File: src/rtl/ahb_mux_nm1s.sv
// N-master to 1-slave AHB-Lite interconnect.
// Each master owns one pending register. The current owner's transfer goes
// straight to the slave. Any other master's transfer is captured and sent
// later. Ownership is arbitrated (fixed priority or round-robin) and can only
// change while HREADY is high. SEQ beats keep the current owner so that a
// burst is not split.
module ahb_mux_nm1s #(
  parameter int unsigned NM = 2,
  parameter int unsigned DW = 64,
  parameter int unsigned AW = 32,
  parameter int unsigned RR = 1
) (
  input  logic               HCLK,
  input  logic               HRESETn,
  input  logic [NM*AW-1:0]   M_HADDR,
  input  logic [NM*2-1:0]    M_HTRANS,
  input  logic [NM-1:0]      M_HWRITE,
  input  logic [NM*3-1:0]    M_HSIZE,
  input  logic [NM*DW-1:0]   M_HWDATA,
  output logic [NM-1:0]      M_HREADY,
  output logic [NM-1:0]      M_HRESP,
  output logic [DW-1:0]      M_HRDATA,
  output logic [AW-1:0]      HADDR,
  output logic [1:0]         HTRANS,
  output logic               HWRITE,
  output logic [2:0]         HSIZE,
  output logic [DW-1:0]      HWDATA,
  input  logic               HREADY,
  input  logic               HRESP,
  input  logic [DW-1:0]      HRDATA,
  output logic [NM-1:0]      GNT
);

  localparam int unsigned OW = (NM > 1) ? $clog2(NM) : 1;

  localparam logic [1:0] T_IDLE = 2'b00;
  localparam logic [1:0] T_SEQ  = 2'b11;

  typedef enum logic [1:0] {
    MI = 2'b00,
    MW = 2'b01,
    MD = 2'b10
  } mst_state_t;

  // Live per-master request fields, unpacked from the flat buses
  logic [AW-1:0] l_addr  [NM];
  logic [1:0]    l_trans [NM];
  logic          l_write [NM];
  logic [2:0]    l_size  [NM];
  logic [DW-1:0] l_wdata [NM];

  // Per-master state and pending (captured) address-phase registers
  mst_state_t    st_q [NM];
  mst_state_t    st_d [NM];
  logic [AW-1:0] pa_q [NM];
  logic [1:0]    pt_q [NM];
  logic          pw_q [NM];
  logic [2:0]    ps_q [NM];

  logic [NM-1:0] req;
  logic [NM-1:0] acc;
  logic [NM-1:0] cap;
  logic [NM-1:0] wset;

  logic [OW-1:0] own_q;
  logic [OW-1:0] own_d;
  logic          dv_q;
  logic [OW-1:0] down_q;

  // Address-phase source selected for the slave
  logic [AW-1:0] s_addr;
  logic [1:0]    s_trans;
  logic          s_write;
  logic [2:0]    s_size;
  logic          s_req;

  // Unpack flat master buses; BUSY/IDLE are both non-requests
  always_comb begin
    for (int unsigned i = 0; i < NM; i++) begin
      l_addr[i]  = M_HADDR[i*AW +: AW];
      l_trans[i] = M_HTRANS[i*2 +: 2];
      l_write[i] = M_HWRITE[i];
      l_size[i]  = M_HSIZE[i*3 +: 3];
      l_wdata[i] = M_HWDATA[i*DW +: DW];
      req[i]     = M_HTRANS[i*2 + 1];
    end
  end

  // Per-master ready as seen by each master, and address acceptance
  always_comb begin
    M_HREADY = '1;
    for (int unsigned i = 0; i < NM; i++) begin
      case (st_q[i])
        MI:      M_HREADY[i] = 1'b1;
        MW:      M_HREADY[i] = 1'b0;
        MD:      M_HREADY[i] = HREADY;
        default: M_HREADY[i] = 1'b1;
      endcase
    end
    acc = req & M_HREADY;
  end

  // Per-master next state: direct forward, capture, pending issue, retire
  always_comb begin
    for (int unsigned i = 0; i < NM; i++) begin
      st_d[i] = st_q[i];
      cap[i]  = 1'b0;
      if (acc[i]) begin
        // An accepting master is never in MW, so owner + HREADY means direct forward
        if ((OW'(i) == own_q) && HREADY) begin
          st_d[i] = MD;
        end else begin
          st_d[i] = MW;
          cap[i]  = 1'b1;
        end
      end else if ((st_q[i] == MW) && (OW'(i) == own_q) && HREADY) begin
        st_d[i] = MD;
      end else if ((st_q[i] == MD) && HREADY) begin
        st_d[i] = MI;
      end
    end
  end

  // Waiting set seen by the arbiter includes masters captured this cycle,
  // so a freshly captured transfer can win ownership for the next cycle
  always_comb begin
    for (int unsigned i = 0; i < NM; i++) begin
      wset[i] = (st_d[i] == MW);
    end
  end

  // Slave address-phase source: owner's pending register or its live bus
  always_comb begin
    if (st_q[own_q] == MW) begin
      s_addr  = pa_q[own_q];
      s_trans = pt_q[own_q];
      s_write = pw_q[own_q];
      s_size  = ps_q[own_q];
    end else begin
      s_addr  = l_addr[own_q];
      s_trans = l_trans[own_q];
      s_write = l_write[own_q];
      s_size  = l_size[own_q];
    end
    s_req  = s_trans[1];
    HTRANS = s_req ? s_trans : T_IDLE;
    HADDR  = s_req ? s_addr  : '0;
    HWRITE = s_req ? s_write : 1'b0;
    HSIZE  = s_req ? s_size  : '0;
  end

  // Owner arbitration: burst lock on SEQ, else next waiting master, else park
  always_comb begin
    int unsigned j;
    logic        found;
    own_d = own_q;
    found = 1'b0;
    j     = 0;
    if (HREADY && (HTRANS != T_SEQ)) begin
      for (int unsigned k = 0; k < NM; k++) begin
        if (RR != 0) begin
          j = 32'(own_q) + k;
          if (j >= NM) j = j - NM;
        end else begin
          j = k;
        end
        if (!found && (OW'(j) != own_q) && wset[j]) begin
          own_d = OW'(j);
          found = 1'b1;
        end
      end
    end
  end

  // One-hot grant of the address-phase owner
  always_comb begin
    GNT        = '0;
    GNT[own_q] = 1'b1;
  end

  // Per-master state and pending capture registers
  always_ff @(posedge HCLK or negedge HRESETn) begin
    if (!HRESETn) begin
      for (int unsigned i = 0; i < NM; i++) begin
        st_q[i] <= MI;
        pa_q[i] <= '0;
        pt_q[i] <= T_IDLE;
        pw_q[i] <= 1'b0;
        ps_q[i] <= '0;
      end
    end else begin
      for (int unsigned i = 0; i < NM; i++) begin
        st_q[i] <= st_d[i];
        if (cap[i]) begin
          pa_q[i] <= l_addr[i];
          pt_q[i] <= l_trans[i];
          pw_q[i] <= l_write[i];
          ps_q[i] <= l_size[i];
        end
      end
    end
  end

  // Owner and data-phase registers advance only on slave HREADY
  always_ff @(posedge HCLK or negedge HRESETn) begin
    if (!HRESETn) begin
      own_q  <= '0;
      dv_q   <= 1'b0;
      down_q <= '0;
    end else if (HREADY) begin
      own_q  <= own_d;
      dv_q   <= s_req;
      down_q <= own_q;
    end
  end

  // Data-phase steering: write data from the data-phase owner, response to it only
  always_comb begin
    HWDATA   = dv_q ? l_wdata[down_q] : '0;
    M_HRDATA = HRDATA;
    for (int unsigned i = 0; i < NM; i++) begin
      M_HRESP[i] = HRESP & dv_q & (down_q == OW'(i));
    end
  end

endmodule

File: config.mk
export PLATFORM = sky130hd
export DESIGN_NAME = ahb_mux_nm1s
export DESIGN_NICKNAME = d
export VERILOG_FILES = /design/src/rtl/ahb_mux_nm1s.sv
export SDC_FILE = /design/constraint.sdc
export NUM_CORES = 1
export LEC_CHECK = 0
export ABC_CLOCK_PERIOD_IN_PS = 3400
export CAP_MARGIN = 15
export CORE_AREA = 2 2 172 174
export DETAILED_ROUTE_END_ITERATION = 16
export DIE_AREA = 0 0 174 176
export GPL_ROUTABILITY_DRIVEN = 1
export SLEW_MARGIN = 10
export SYNTH_ARGS = -nofsm -noshare
export SYNTH_HDL_FRONTEND = slang
export SYNTH_SLANG_ARGS = --single-unit
File: constraint.sdc
create_clock -name HCLK -period 3.4 [get_ports HCLK]
set_input_delay 0.68 -clock HCLK [delete_from_list [all_inputs] [get_ports HCLK]]
set_output_delay 0.68 -clock HCLK [all_outputs]
set_load 0.1 [all_outputs]
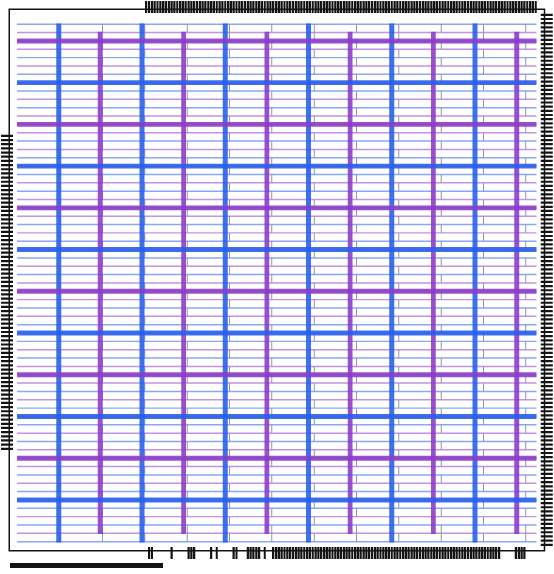
Fig. 1. Floorplan with the power grid.
The bar under the picture is 50 µm long. Pins as bars on the die edge. Tap cells in grey.
[blue] VSS
[purple] VDD
tap cells: 384
met4 straps: 12

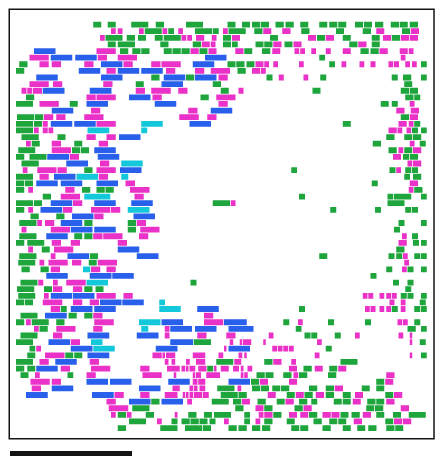
Fig. 2. Cells coloured by class.
The bar under the picture is 50 µm long.
[green] remaining buffers and delay cells | cells: 329 | share of their area: 39%
[blue] sequential cells | cells: 83 | share of their area: 23%
[cyan] clock drivers and dummy loads | cells: 16 | share of their area: 3.4%
[magenta] remaining logic cells | cells: 325 | share of their area: 35%

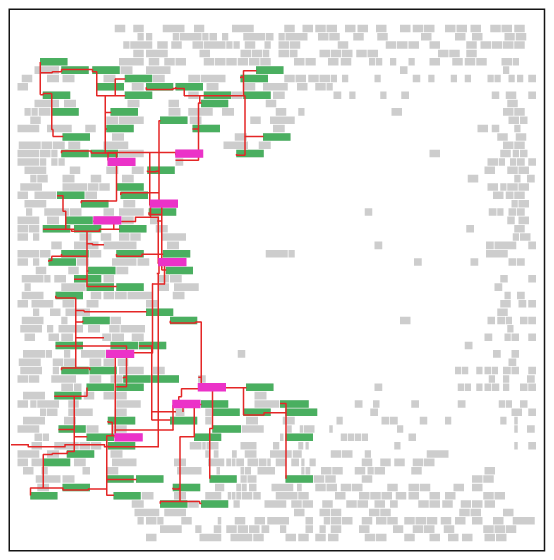
Fig. 3. Clock network drawn from the DEF.
[magenta] clock-net drivers | count: 9
[green] flip-flops | count: 83
[red] clock wires | length: 1,250 µm
routed clock nets: 10

==> impl_report.txt <==
PHYSICAL IMPLEMENTATION REPORT
----------------------------------------------------
[CTS]
  H-tree level count ........................ 3
  Clock Sinks ........................ 83
  Post-cts repair resize count ........................ 0
  Clock latency at the later pin of the worst-skew pair ........................ 340 ps

[Timing]
  Number of pins exceeding their max-slew limit in the final report ........................ 0
  Slew @ Worst Pin ........................ 691 ps
  Setup violations, final ........................ 0

[Finish]
  Core Util, Final ........................ 33.9%
  Diode insertion count for antenna repair ........................ 0

[Yosys]
  Cell Area, Synth ........................ 0.00598 mm²
  Fraction of registers with async set or reset after synthesis ........................ 100%
  Chip area line of the yosys report ........................ 0.00598 mm²
  Post-synth seq share ........................ 34.7%
  Top flip-flop cell by instance count after synthesis ........................ sky130_fd_sc_hd__dfrtp_1
  Top area contributor share ........................ 34.7%
  Average size of a mapped cell ........................ 11.7 µm²
  Floorplan net count ........................ 782
  Cells after synthesis ........................ 510
  Top cells by area in the synthesized netlist ........................ sky130_fd_sc_hd__dfrtp_1 (35%), sky130_fd_sc_hd__mux2_2 (14%), sky130_fd_sc_hd__mux4_2 (14%), sky130_fd_sc_hd__mux2i_1 (11%), sky130_fd_sc_hd__buf_4 (8.7%)
  Flops after synth ........................ 83
  Post-synth tally of flip-flops with integrated enable ........................ 0

[Global route]
  Wire length of the first global-routing pass ........................ 32.8 mm

[Worst hold path]
  Type of the tightest min-delay check ........................ input pin to async pin

[Routing]
  Drt drc ........................ 0

[Run]
  Max capacitance violation total ........................ 0

[Placed design]
  Last weighted congestion value of the routability-driven placer ........................ 0.787

[Floorplan]
  I/O pin cnt ........................ 444
  Core Density at Floorplan ........................ 20.9%
  Area of the core region ........................ 0.0285 mm²
  Die Y-Extent ........................ 176 µm

[Critical path]
  Startpoint-to-endpoint class of the critical path ........................ flip-flop to output pin

[Run status]
  Status ........................ complete, no violations

----------------------------------------------------
==> worst max-delay path, cell delays in order, from the launching register on <==
cell and delay, ps:
sky130_fd_sc_hd__dfrtp_1 410, sky130_fd_sc_hd__nand2b_2 230, sky130_fd_sc_hd__mux2_4 440, sky130_fd_sc_hd__buf_4 270, sky130_fd_sc_hd__mux4_2 310, sky130_fd_sc_hd__and2_1 210, sky130_fd_sc_hd__buf_12 170
==> Yosys cell counts (all sizes together) (3+ instances only) <==
library cell / number
inv: 3
nor2b: 65
nor2: 4
buf: 89
mux2i: 67
a21oi: 4
mux4: 36
nand3: 3
mux2: 79
and2: 36
dfrtp: 83
clkbuf: 13
nand2b: 7
o21ai: 6
nand2: 10
==> per-layer routing <==
layer / vias up / routed length (µm) / global-route usage, %
met5: - / 13 / 0
met4: 2 / 412 / 4.10
met3: 32 / 2050 / 5.34
met2: 237 / 11100 / 24.3
met1: 2287 / 8880 / 17.0
li1: 2189 / - / -
==> sequential cells by signal (all words and copies together), names as in the netlist <==
| signal | count |
|---|---|
| own_q | 1 |
| ps_q | 6 |
| down_q | 1 |
| pw_q | 2 |
| pa_q | 64 |
| dv_q | 1 |
| st_q | 4 |
| pt_q | 4 |
==> final cells by class <==
type	instances	share of cell area, %
repair buffers	329	36.8
multi-input cells	322	33.4
flip-flops and latches	83	21.5
well taps	384	4.96
clock buffers	10	2.47
clock inverters	6	0.737
inverters	3	0.116
